run_1/zoom.png
Window x 33 to 63, y 3 to 33 um. Cells in gray, sequential cells in the stronger gray; small squares are vias.
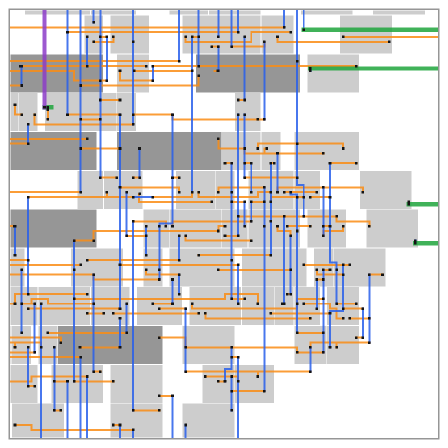
run_1/final_clocks.png
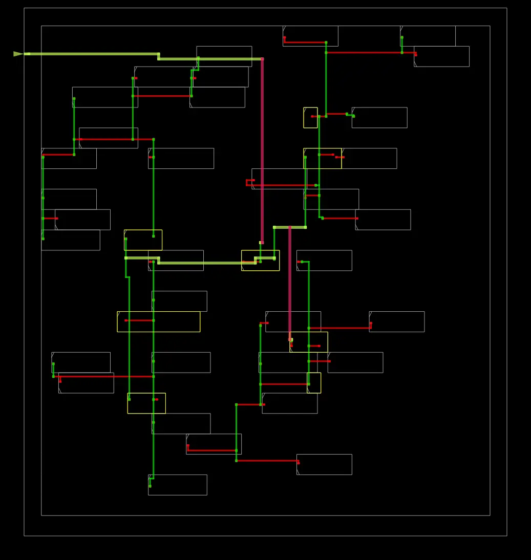
run_1/clock_map.png
Bar = 20 um.
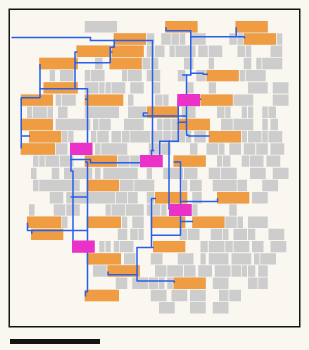
run_1/registers.png
Bar = 20 um. Other sequential cells in the stronger gray, the rest of the logic in the fainter gray.
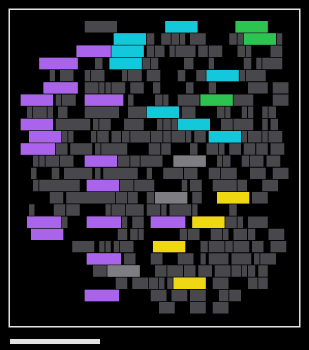
**src/rtl/painel_scan_scheduler.sv**
```systemverilog
`default_nettype none
// ============================================================================
// Module      : painel_scan_scheduler
// Description : Single-clock column scan sequencer with anti-ghost blanking
//               and frame-aligned message scroll scheduling.
// Revision    : 1.0 - initial release
// ============================================================================
module painel_scan_scheduler #(
    parameter int SCAN_DIV   = 65536,
    parameter int BLANK_CYC  = 64,
    parameter int NUM_COLS   = 5,
    parameter int SCROLL_DIV = 256,
    parameter int MSG_LEN    = 16
) (
    input  logic                        clk,
    input  logic                        rst,
    input  logic                        en,
    input  logic                        hold,
    input  logic                        dir,
    input  logic                        load,
    input  logic [$clog2(MSG_LEN)-1:0]  offset_in,
    output logic [NUM_COLS-1:0]         col_n,
    output logic [$clog2(NUM_COLS)-1:0] col_idx,
    output logic [$clog2(MSG_LEN)-1:0]  msg_offset,
    output logic                        scan_tick,
    output logic                        frame_done,
    output logic                        scroll_tick
);

    localparam int c_PRESC_W = $clog2(SCAN_DIV);
    localparam int c_IDX_W   = $clog2(NUM_COLS);
    localparam int c_OFF_W   = $clog2(MSG_LEN);
    localparam int c_CNT_W   = (SCROLL_DIV > 1) ? $clog2(SCROLL_DIV) : 1;

    localparam logic [c_PRESC_W-1:0] c_PRESC_LAST = c_PRESC_W'(SCAN_DIV - 1);
    localparam logic [c_PRESC_W-1:0] c_BLANK_END  = c_PRESC_W'(BLANK_CYC);
    localparam logic [c_PRESC_W-1:0] c_PRESC_ONE  = c_PRESC_W'(1);
    localparam logic [c_IDX_W-1:0]   c_IDX_LAST   = c_IDX_W'(NUM_COLS - 1);
    localparam logic [c_IDX_W-1:0]   c_IDX_ONE    = c_IDX_W'(1);
    localparam logic [c_CNT_W-1:0]   c_CNT_LAST   = c_CNT_W'(SCROLL_DIV - 1);
    localparam logic [c_CNT_W-1:0]   c_CNT_ONE    = c_CNT_W'(1);
    localparam logic [c_OFF_W-1:0]   c_OFF_LAST   = c_OFF_W'(MSG_LEN - 1);
    localparam logic [c_OFF_W-1:0]   c_OFF_ONE    = c_OFF_W'(1);
    localparam logic [c_OFF_W:0]     c_MSG_LEN_X  = (c_OFF_W + 1)'(MSG_LEN);
    localparam logic [NUM_COLS-1:0]  c_COL_ONE    = NUM_COLS'(1);

    localparam logic [1:0] c_ST_IDLE  = 2'd0;
    localparam logic [1:0] c_ST_BLANK = 2'd1;
    localparam logic [1:0] c_ST_DRIVE = 2'd2;

    logic                 r_run;
    logic [c_PRESC_W-1:0] r_presc;
    logic [c_IDX_W-1:0]   r_col_idx;
    logic [c_CNT_W-1:0]   r_scan_cnt;
    logic                 r_pending;
    logic [c_OFF_W-1:0]   r_msg_offset;
    logic                 r_scroll_tick;

    logic [1:0]           w_state;
    logic                 w_active;
    logic                 w_req;
    logic                 w_apply;
    logic [c_OFF_W-1:0]   w_load_val;
    logic [c_OFF_W-1:0]   w_step_val;

    // State is decoded from the run flag and the prescaler phase.
    always_comb begin
        w_state = c_ST_IDLE;
        if (r_run) begin
            w_state = (r_presc < c_BLANK_END) ? c_ST_BLANK : c_ST_DRIVE;
        end
        col_n = '1;
        if (w_state == c_ST_DRIVE) begin
            col_n = ~(c_COL_ONE << r_col_idx);
        end
    end

    assign scan_tick   = r_run && (r_presc == c_PRESC_LAST);
    assign frame_done  = scan_tick && (r_col_idx == c_IDX_LAST);
    assign col_idx     = r_col_idx;
    assign msg_offset  = r_msg_offset;
    assign scroll_tick = r_scroll_tick;

    // Counters only advance when running and staying enabled, so dropping en
    // lands in IDLE with column 0 after a single edge.
    assign w_active   = r_run && en;
    assign w_req      = scan_tick && (r_scan_cnt == c_CNT_LAST) && !hold;
    assign w_apply    = frame_done && en && !hold && (r_pending || w_req);
    assign w_load_val = ({1'b0, offset_in} >= c_MSG_LEN_X) ? '0 : offset_in;

    always_comb begin
        w_step_val = r_msg_offset;
        if (dir) begin
            w_step_val = (r_msg_offset == '0) ? c_OFF_LAST : (r_msg_offset - c_OFF_ONE);
        end else begin
            w_step_val = (r_msg_offset == c_OFF_LAST) ? '0 : (r_msg_offset + c_OFF_ONE);
        end
    end

    always_ff @(posedge clk) begin
        if (rst) begin
            r_run         <= 1'b0;
            r_presc       <= '0;
            r_col_idx     <= '0;
            r_scan_cnt    <= '0;
            r_pending     <= 1'b0;
            r_msg_offset  <= '0;
            r_scroll_tick <= 1'b0;
        end else begin
            r_run <= en;

            if (w_active) begin
                if (scan_tick) begin
                    r_presc    <= '0;
                    r_col_idx  <= (r_col_idx == c_IDX_LAST) ? '0 : (r_col_idx + c_IDX_ONE);
                    r_scan_cnt <= (r_scan_cnt == c_CNT_LAST) ? '0 : (r_scan_cnt + c_CNT_ONE);
                end else begin
                    r_presc <= r_presc + c_PRESC_ONE;
                end
                if (load || hold || w_apply) begin
                    r_pending <= 1'b0;
                end else if (w_req) begin
                    r_pending <= 1'b1;
                end
            end else begin
                r_presc    <= '0;
                r_col_idx  <= '0;
                r_scan_cnt <= '0;
                r_pending  <= 1'b0;
            end

            // A load overrides and swallows any scroll step on the same edge.
            if (load) begin
                r_msg_offset <= w_load_val;
            end else if (w_apply) begin
                r_msg_offset <= w_step_val;
            end
            r_scroll_tick <= w_apply && !load;
        end
    end

endmodule
`default_nettype wire

```
**config.mk**
```make
export PLATFORM = sky130hd
export DESIGN_NAME = painel_scan_scheduler
export DESIGN_NICKNAME = d
export VERILOG_FILES = /design/src/rtl/painel_scan_scheduler.sv
export SDC_FILE = /design/constraint.sdc
export NUM_CORES = 1
export LEC_CHECK = 0
export CORE_ASPECT_RATIO = 1.1
export CORE_MARGIN = 2
export CORE_UTILIZATION = 45
export DETAILED_ROUTE_END_ITERATION = 16
export HOLD_SLACK_MARGIN = 0.06
export PLACE_DENSITY = 0.68
export SLEW_MARGIN = 20
export SYNTH_ARGS = -nofsm -noshare
export SYNTH_HDL_FRONTEND = slang
export SYNTH_SLANG_ARGS = --single-unit
```
**constraint.sdc**
```tcl
create_clock -name clk -period 2 [get_ports clk]
set_input_delay 0.3 -clock clk [delete_from_list [all_inputs] [get_ports clk]]
set_output_delay 0.3 -clock clk [all_outputs]
set_load 0.005 [all_outputs]
```
==> ci_impl_report.md, run 1 <==
## PnR job results

| Metric | Value |
|---|---|
| Routing usage on met1 | a little over a fifth |
| Crit path top cell by count | buf_4 |
| Fillers | approximately 350 |
| Num ports | 25 |
| Clock share of power | 43.5% |
| Achievable clock frequency | 538 MHz |
| Setup violators final | 0 |
| Hold crit path type | register to register |
| Mapped Nets | around 230 |
| Detail Route met3 WL | around 130 um |
| Clock buffers and inverters, area share | 4.52% |
| Yosys warnings | 0 |
| Worst Hold Depth | 2 |
| Pins Over Slew Limit | 0 |
| GP Congestion | about 0.7 |
| FP Core Util | between 40% and 50% |
| Vias per cell | 5.06 |
| Layout Nets | between 200 and 300 |
| Initial antenna violation count | 0 |
| Setup TNS | 0 ps |
| Final worst slack | ~140 ps |
| Port-buffer cells | 24 |
| Top layer in use | met4 |
| Crit path capture type | output pin |
| MaxCap Viol Count | 0 |
| Post-CTS Resized | 27 |
| Cts-stage hold buffer count | 0 |
| Cell count of the worst reg-to-reg path | 8 |
| DRC marker count from the first detailed-route iteration | 55 |
| Reg2Reg Capture Point | msg_offset[0]$_SDFFE_PP0P_ |
| Final Cycle Share | 93.0% |
| Unique cell types | 46 |
| WL/cell | 12.0 um |
| Area delta synth->final | 33.7% |
| Leak pwr | between 0.8 and 0.9 nW |
| Later-pin clock latency in the skew report | 280 ps |
| Sequential cell area | 698 um2 |
| Largest net degree at the start of global routing | 16 |
| Total routed wirelength | about 3700 um |
| Most common cell after layout, fill and taps aside | nor2_1 |
| Layout cells sized above 1 | between 20% and 30% |
| Final Instance Area | 2410 um2 |
| CTS HTree Levels | 2 |
| Die Ht | 70.4 um |
| Ys flops | 34 |
| Worst vdd ir | between 0.4 and 0.5 mV |
| XORs/XNORs by Area | 8.74% |
| Global Route met3 Usage | 4.35% |
| Worst Hold Endpoint | r_scan_cnt[1]$_SDFFE_PP0N_ |
| Power, Total | 1.39 mW |
| TAP cells | 52 |
| Synthesis area per yosys | 1800 um2 |
| HPWL after DPL | 2570 um |
| Post-Syn Area | 1800 um2 |
| Crit Path Class | register to output pin |
| Placed cell areas | 2170 um2 |
| Cell family with most CP delay | simple AND/OR/NAND/NOR gates |
| Asr flop ratio synth | 0% |
| Multi-In Gates | around 160 |
| Worst Setup EP | col_n[2] |
| Drt drc | 0 |
| Arrival time worst endpoint | 1560 ps |
| Max-area cell class | logic gates |
| Psw | 0.292 mW |
| Measured slew at the worst slew-check pin | 425 ps |
| Invs w/o clock | 10 |
| Final non-filler cell total | 306 |
| Clock buffer depth | 2 |
| CTS tree | yes |
| Synth Flop Type | dfxtp_1 |
| Clock transition at path regs | 70 ps |
| Worst path slowest cell | dfxtp_2 |
| Mux cell area share after synthesis | under 10% |
| R2r startpoint | r_presc[1]$_SDFF_PP0_ |
| Tmin final | ~1900 ps |
| Top pwr grp | sequential cells |
| Comb area | 1120 um2 |
| P_clk | 0.607 mW |
| Syn avg cell area | just under 9 um2 |
| Worst relative slew slack | 71.6% |
| Setup repair bufs after CTS | 7 |
| Total global routing overflow | 0 |
| Complex Gates by Area | 10.1% |
| Run status | finished clean |
| Max FO, Critical Path | 3 |
| Flop-to-flop setup slack | 160 ps |
| Levels on crit path | 7 |
| Post-Synth Simple-Gate Area | 30.9% |
| Crit path launch | r_presc[12]$_SDFF_PP0_ |
| Met1 WL | 1600 um |
| Rows | 24 |
| CP peak stage delay | 320 ps |
| DIE AREA | 4530 um2 |
| Part of the power in combinational logic | a little under 7% |
| Pre-CTS setup slack | -11.0 ps |
| RSZ-0062 raised after global routing | no |
| WP data required | 1700 ps |
| # diodes | 0 |
| CTS Root Cell | clkbuf_8 |
| Tool warnings | 31 |
| EDFF count, synth | 0 |
| Main logic family after synthesis | simple AND/OR/NAND/NOR gates |
| Sw Ratio | 20.9% |
| Vias in the first global route | 1564 |
| Via count | between 1500 and 2000 |
| First-pass GRT wire length | approximately 6800 um |
| Sequential share of power | around half |
| Adder-cell area share of the yosys netlist | 6.94% |
| Buf/Inv on CP | 3 |
| Internal power | 1.10 mW |
| Number of detailed-route iterations in the first pass | 4 |
| Post-synth seq share | a little under two fifths |
| GR peak layer | met2 |
| Final hold slack | ~470 ps |
| Final Hold Fails | 0 |
| Crit path launch type | register |
| Met2 wire len | around 1900 um |
| Inst Count DP | 290 |
| Hold wc startpoint | r_scan_cnt[1]$_SDFFE_PP0N_ |
| GR Layer Usage met2 | 33.4% |
| Comb. pwr | around 0.096 mW |
| Non-clk buf share | 15.6% |
| Non-CTS buffers | 43 |
| Synthesized netlist cell count | 207 |
| Fin Clk Skew | 7.67 ps |
| Cell Pwr Density | 579 nW/um2 |
| Clk sinks | 34 |
| Comb area share | 46.7% |
| Antenna viol nets, final | 0 |
| Cell Chain, Critical Path | buf_4 -> nor4_4 -> a31oi_2 -> and2_4 -> buf_4 -> nand2_1 -> clkbuf_2 |
| Flops | 34 |
| GRT Util Overall | 19.0% |
| Core Area | about 4000 um2 |
Notes on zoom.png above:
Blue stands for met2. Green stands for met3. Purple stands for met4. Orange stands for met1.
Most frequent: clkdlybuf4s50_1 (12). Sequential cells in the window: 6. 61 logic cells have their middle in the window. Netlist names of flops here include msg_offset (4).

Notes on final_clocks.png above:
CTS buffer count: 5
# clk buffers: 5

Notes on clock_map.png above:
Magenta stands for cells driving clock nets, count 5. Blue stands for clock wires, length 408 um. Orange stands for flip-flops, count 34.
Position of the flops: spread over the die. There are 6 routed clock nets.

Notes on registers.png above:
Purple stands for r_presc, sequential cells 16. Green stands for col_idx, sequential cells 3. Cyan stands for r_scan_cnt, sequential cells 8, where top middle. Yellow stands for msg_offset, sequential cells 4.
Another 3 sequential cells are not colored.
P_seq: 0.692 mW
Final Util: 61.7%
flop share of the area: 29.0%

==> run 1: cell usage after synthesis (all sizes together) (2+ instances only) <==
library cell,count,share of area (%)
a21oi,12,3.5
a31oi,2,0.69
and2,2,0.69
and3,2,0.69
and4,5,2.4
buf,3,1.1
dfxtp,34,38
ha,10,6.9
inv,9,1.9
mux2i,4,2.2
nand2,24,5.1
nand3,12,3.6
nand4,3,1.9
nor2,26,5.4
nor2b,7,2.4
nor3,4,2.0
nor3b,3,1.2
nor4,4,2.1
o21ai,3,0.83
o31ai,3,1.2
or3,3,1.0
xnor2,8,3.9
xor2,10,4.9
==> run 1: registers in the layout, summed over array words and instances (netlist names) <==
signal       count
msg_offset       4
r_scan_cnt       8
r_presc         16
scroll_tick      1
col_idx          3
r_run            1
r_pending        1
--- run 2 (diff from run 1) ---
ABC_AREA = 0   (was not set)
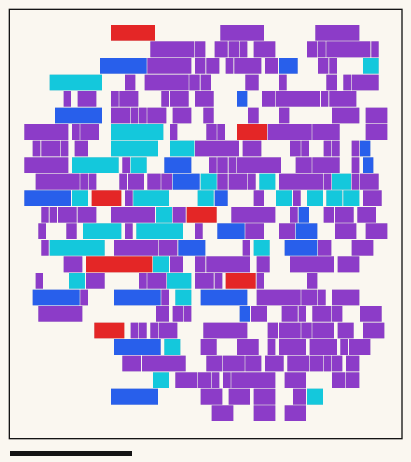
run_2/drive_strength.png
Bar = 20 um.
Red stands for drive 6 and up, cells 7, share 2.8%. Purple stands for drive 1 or less, cells 197, share 78%. Cyan stands for drive 3 to 4, cells 29, share 11%. Blue stands for drive 2, cells 21, share 8.3%.

==> ci_impl_report.md, run 2 <==
## PnR job results

| Metric | Value |
|---|---|
| Final Instance Area | 2410 um2 (unchanged) |
| Sequential cell area | 698 um2 (unchanged) |
| CTS HTree Levels | 2 (unchanged) |
| Synth top area share | 37.8% (unchanged) |
| CP peak stage delay | 320 ps (about the same) |
| Via count | 1547 (unchanged) |
| Routing usage on met1 | 21.8% (unchanged) |
| Area delta synth->final | 33.7% (unchanged) |
| Sequential share of power | 49.6% (about the same) |
| GR peak layer | met2 |
| Run status | finished clean |
| Cell Chain, Critical Path | buf_4 -> nor4_4 -> a31oi_2 -> and2_4 -> buf_4 -> nand2_1 -> clkbuf_2 |
| Final Util | 61.7% (unchanged) |
| Top cells by area | dfxtp_1 (38%), ha_1 (6.9%), nor2_1 (5.4%), xor2_1 (4.9%), nand2_1 (4.8%) |
| Largest net degree at the start of global routing | 16 (unchanged) |
| Internal power | 1.10 mW (unchanged) |
| Clock buffers and inverters, area share | 4.52% (unchanged) |
| Inst Count DP | 290 (unchanged) |
| Comb. pwr | 0.0957 mW (about the same) |
| Crit path capture type | output pin |
| CTS buffer count | 5 (unchanged) |
| Worst path slowest cell | dfxtp_2 |
| MaxCap Viol Count | 0 (unchanged) |
| Measured slew at the worst slew-check pin | 425 ps (unchanged) |
| Synth Flop Type | dfxtp_1 |
| P_seq | 0.692 mW (about the same) |
| CTS tree | yes |
| Clock transition at path regs | 70 ps (about the same) |
| Top pwr grp | sequential cells |
| Fillers | 349 (unchanged) |
| Asr flop ratio synth | 0% (unchanged) |
| DIE AREA | 4530 um2 (unchanged) |
| Sw Ratio | 20.9% (unchanged) |
| Invs w/o clock | 10 (unchanged) |
| Synth top cell by count | dfxtp_1 |
| Final Cycle Share | 93.0% (unchanged) |
| GR Layer Usage met2 | 33.4% (unchanged) |
| Final non-filler cell total | 306 (unchanged) |
| Multi-In Gates | 159 (unchanged) |
| Setup repair bufs after CTS | 7 (unchanged) |
| Total global routing overflow | 0 (unchanged) |
| Tmin final | 1860 ps (unchanged) |
| Number of detailed-route iterations in the first pass | 4 (unchanged) |
| Core Area | 3900 um2 (unchanged) |
| Detail Route met3 WL | 134 um (unchanged) |
| Num ports | 25 (unchanged) |
| Final hold slack | 472 ps (unchanged) |
| Rows | 24 (unchanged) |
| Clk sinks | 34 (unchanged) |
| GRT Util Overall | 19.0% (unchanged) |
| Met1 WL | 1600 um (unchanged) |
| Biggest register | r_presc |
| # diodes | 0 (unchanged) |
| Final worst slack | 140 ps (unchanged) |
| Most common cell after layout, fill and taps aside | nor2_1 |
| Vias in the first global route | 1564 (unchanged) |
| Yosys warnings | 0 (unchanged) |
| Clock share of power | 43.5% (about the same) |
| Cts-stage hold buffer count | 0 (unchanged) |
| Post-synth top area cell | dfxtp_1 |
| P_clk | 0.607 mW (about the same) |
| Antenna viol nets, final | 0 (unchanged) |
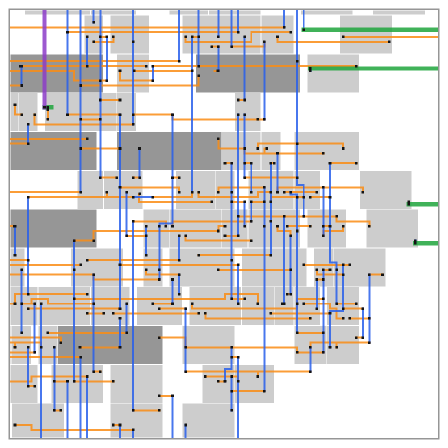
run_2/zoom.png
Window x 33 to 63, y 3 to 33 um. Cells in gray, sequential cells in the stronger gray; small squares are vias.
Orange stands for met1. Green stands for met3. Purple stands for met4. Blue stands for met2.
Most frequent: clkdlybuf4s50_1 (12). Netlist names of flops here include msg_offset (4). 61 logic cells have their middle in the window. Sequential cells in the window: 6.

-- run 2: cells by family after synthesis --
group                    after synthesis  synth area share [%]
AND-OR/OR-AND                         27                  10.1
multiplexers                           4                  2.22
buffers and inverters                 14                  3.40
AND/OR/NAND/NOR                      100                  30.9
XOR/XNOR                              18                  8.74
adder cells (fa/ha/maj)               10                  6.94
flip-flops                            34                  37.8
-- run 2: path summary, 6_finish.rpt --
kind / start / endpoint / cells after the start
max: r_presc[12]$_SDFF_PP0_ / col_n[2] / 7
min: r_scan_cnt[1]$_SDFFE_PP0N_ / r_scan_cnt[1]$_SDFFE_PP0N_ / 2
max reg2reg: r_presc[1]$_SDFF_PP0_ / msg_offset[0]$_SDFFE_PP0P_ / 8
min reg2reg: r_scan_cnt[1]$_SDFFE_PP0N_ / r_scan_cnt[1]$_SDFFE_PP0N_ / 2
run_2/clock_map.png
Bar = 20 um.
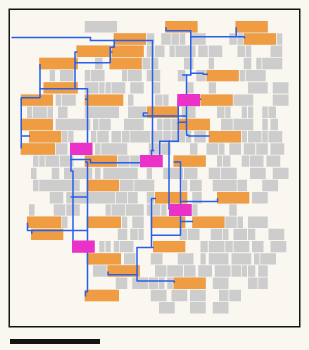

--- run 3 (diff from run 2) ---
CELL_PAD_IN_SITES_DETAIL_PLACEMENT = 1   (was not set)
CELL_PAD_IN_SITES_GLOBAL_PLACEMENT = 1   (was not set)
CORE_ASPECT_RATIO = 2   (was 1.1)
CORE_UTILIZATION = 41   (was 45)
PLACE_DENSITY = not set   (was 0.68)
PLACE_DENSITY_LB_ADDON = 0.1   (was not set)
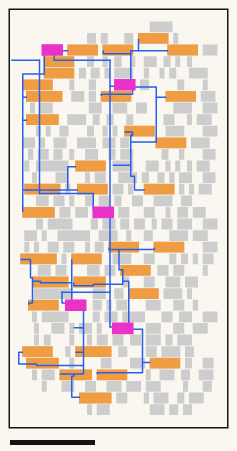
run_3/clock_map.png
Bar = 20 um.
Blue stands for clock wires, length 477 um. Magenta stands for cells driving clock nets, count 5. Orange stands for flip-flops, count 34.
There are 6 routed clock nets.

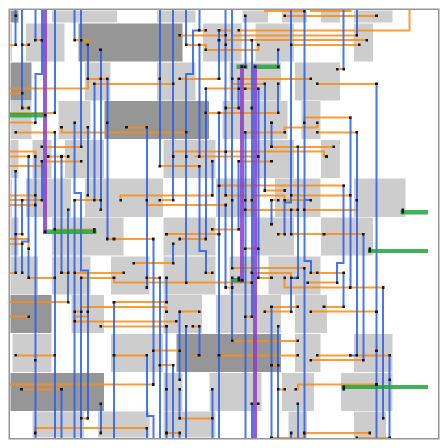
run_3/zoom.png
Window x 21 to 51, y 9 to 39 um. Cells in gray, sequential cells in the stronger gray; small squares are vias.
Blue stands for met2. Orange stands for met1. Purple stands for met4. Green stands for met3.
52 logic cells have their middle in the window. Most frequent: clkdlybuf4s50_1 (9), buf_4 (9). Sequential cells in the window: 4. Netlist names of flops here include msg_offset (3), scroll_tick (1).

==> ci_impl_report.md, run 3 <==
## PnR job results

| Metric | Value |
|---|---|
| MaxCap Viol Count | 0 (unchanged) |
| Clock buffers and inverters, area share | 3.72% (-0.80 points) |
| Part of the power in combinational logic | 7.9% |
| Core Area | 4300 um2 (+10%) |
| Clock transition at path regs | 70 ps (about the same) |
| Crit path launch | r_presc[8]$_SDFF_PP0_ |
| Levels on crit path | 6 (-1) |
| Clock share of power | 39.7% (-3.8 points) |
| Area delta synth->final | 36.4% |
| Inst Count DP | 294 (+1.4%) |
| Tmin final | 1930 ps (+72.2 ps) |
| Worst Hold Depth | 1 (-1) |
| Cell count of the worst reg-to-reg path | 8 (unchanged) |
| Complex Gates by Area | 10.1% (unchanged) |
| Clock buffer depth | 2 |
| Reg2Reg Capture Point | msg_offset[2]$_SDFFE_PP0P_ |
| Fillers | 515 (+48%) |
| Mux cell area share after synthesis | 2.22% (unchanged) |
| Clk sinks | 34 (unchanged) |
| CP peak stage delay | 360 ps (+40 ps) |
| Adder-cell area share of the yosys netlist | 6.94% (unchanged) |
| Main logic family after synthesis | simple AND/OR/NAND/NOR gates |
| Worst path slowest cell | dfxtp_4 |
| DIE AREA | 4980 um2 (+9.9%) |
| Comb. pwr | 0.105 mW (+10%) |
| Yosys warnings | 0 (unchanged) |
| Sw Ratio | 23.2% (+2.3 points) |
| Synth top cell by count | dfxtp_1 |
| Comb area share | 45.5% |
| Sequential share of power | 52.3% (+2.7 points) |
| Cts-stage hold buffer count | 0 (unchanged) |
| CTS buffer count | 5 (unchanged) |
| Flop share of the area | 28.8% |
| P_seq | 0.689 mW (about the same) |
| Multi-In Gates | 159 (unchanged) |
| Vias in the first global route | 1864 (+19%) |
| Post-Synth Simple-Gate Area | 30.9% (unchanged) |
| Final Cycle Share | 96.6% (+3.6 points) |
| Final non-filler cell total | 316 (+3.3%) |
| Num ports | 25 (unchanged) |
| Synth top area share | 37.8% (unchanged) |
| Top pwr grp | sequential cells |
| CTS HTree Levels | 2 (unchanged) |
| Final Util | 57.2% (-4.5 points) |
| Biggest register | r_presc |
| XORs/XNORs by Area | 8.74% (unchanged) |
| Asr flop ratio synth | 0% (unchanged) |
| R2r startpoint | r_presc[4]$_SDFF_PP0_ |
| Crit path capture type | output pin |
| Internal power | 1.01 mW (-8.3%) |
| # diodes | 0 (unchanged) |
| Initial antenna violation count | 0 |
| Worst Setup EP | col_n[2] |
| P_clk | 0.523 mW (-14%) |
| Unique cell types | 46 |
| Post-synth top area cell | dfxtp_1 |
| Synth Flop Type | dfxtp_1 |
| Via count | 1695 (+9.6%) |
| Cell Pwr Density | 536 nW/um2 |
| Total global routing overflow | 0 (unchanged) |
| Most common cell after layout, fill and taps aside | buf_4 |
| Run status | finished clean |
| CTS tree | yes |
| Invs w/o clock | 10 (unchanged) |
| Measured slew at the worst slew-check pin | 441 ps (+16.4 ps) |
| Tool warnings | 31 |
| Hold wc startpoint | r_presc[0]$_SDFF_PP0_ |
| Largest net degree at the start of global routing | 16 (unchanged) |
| Achievable clock frequency | 518 MHz |
| Cell Chain, Critical Path | nor4_4 -> a31oi_2 -> and2_4 -> buf_4 -> nand2_1 -> clkdlybuf4s15_1 |
| Number of detailed-route iterations in the first pass | 3 (-1) |
| Final hold slack | 458 ps (-13.7 ps) |
| DRC marker count from the first detailed-route iteration | 18 |
| Antenna viol nets, final | 0 (unchanged) |
| Worst Hold Endpoint | r_presc[0]$_SDFF_PP0_ |
| GRT Util Overall | 22.0% (+3.1 points) |
| Sequential cell area | 707 um2 (+1.3%) |
| Post-synth seq share | between 30% and 40% |
[run 3: metal layers]
metal  GRT usage [%]  up-vias  routed length (um)  share of wire [%]
met5               0        -                   0                  0
met4            12.1        0                 192                3.9
met3            2.91       15                 101                2.0
met2            44.8       30                2910                 59
met1            18.9      824                1770                 36
li1                -      826                   -                  -
[run 3: repair_timing]
| item | 4_1_cts | 5_1_grt |
|---|---|---|
| gates resized | 31 | 5 |
| setup endpoints to repair | 8 | 3 |
| endpoints found under the hold margin | 0 | 0 |
| cloned | 0 | 0 |
| pin swaps | 6 | 3 |
| setup buffers | 10 | 4 |
[run 3: through the flow]
stage                     cell area (um2)  setup slack [ps]
after floorplan                      1800               262
after global placement               2180              55.9
after detailed placement             2180              29.5
after CTS                            2420              21.7
after global routing                 2460              2.04
final                                2460              68.2
Power and IR drop assume default switching activity.
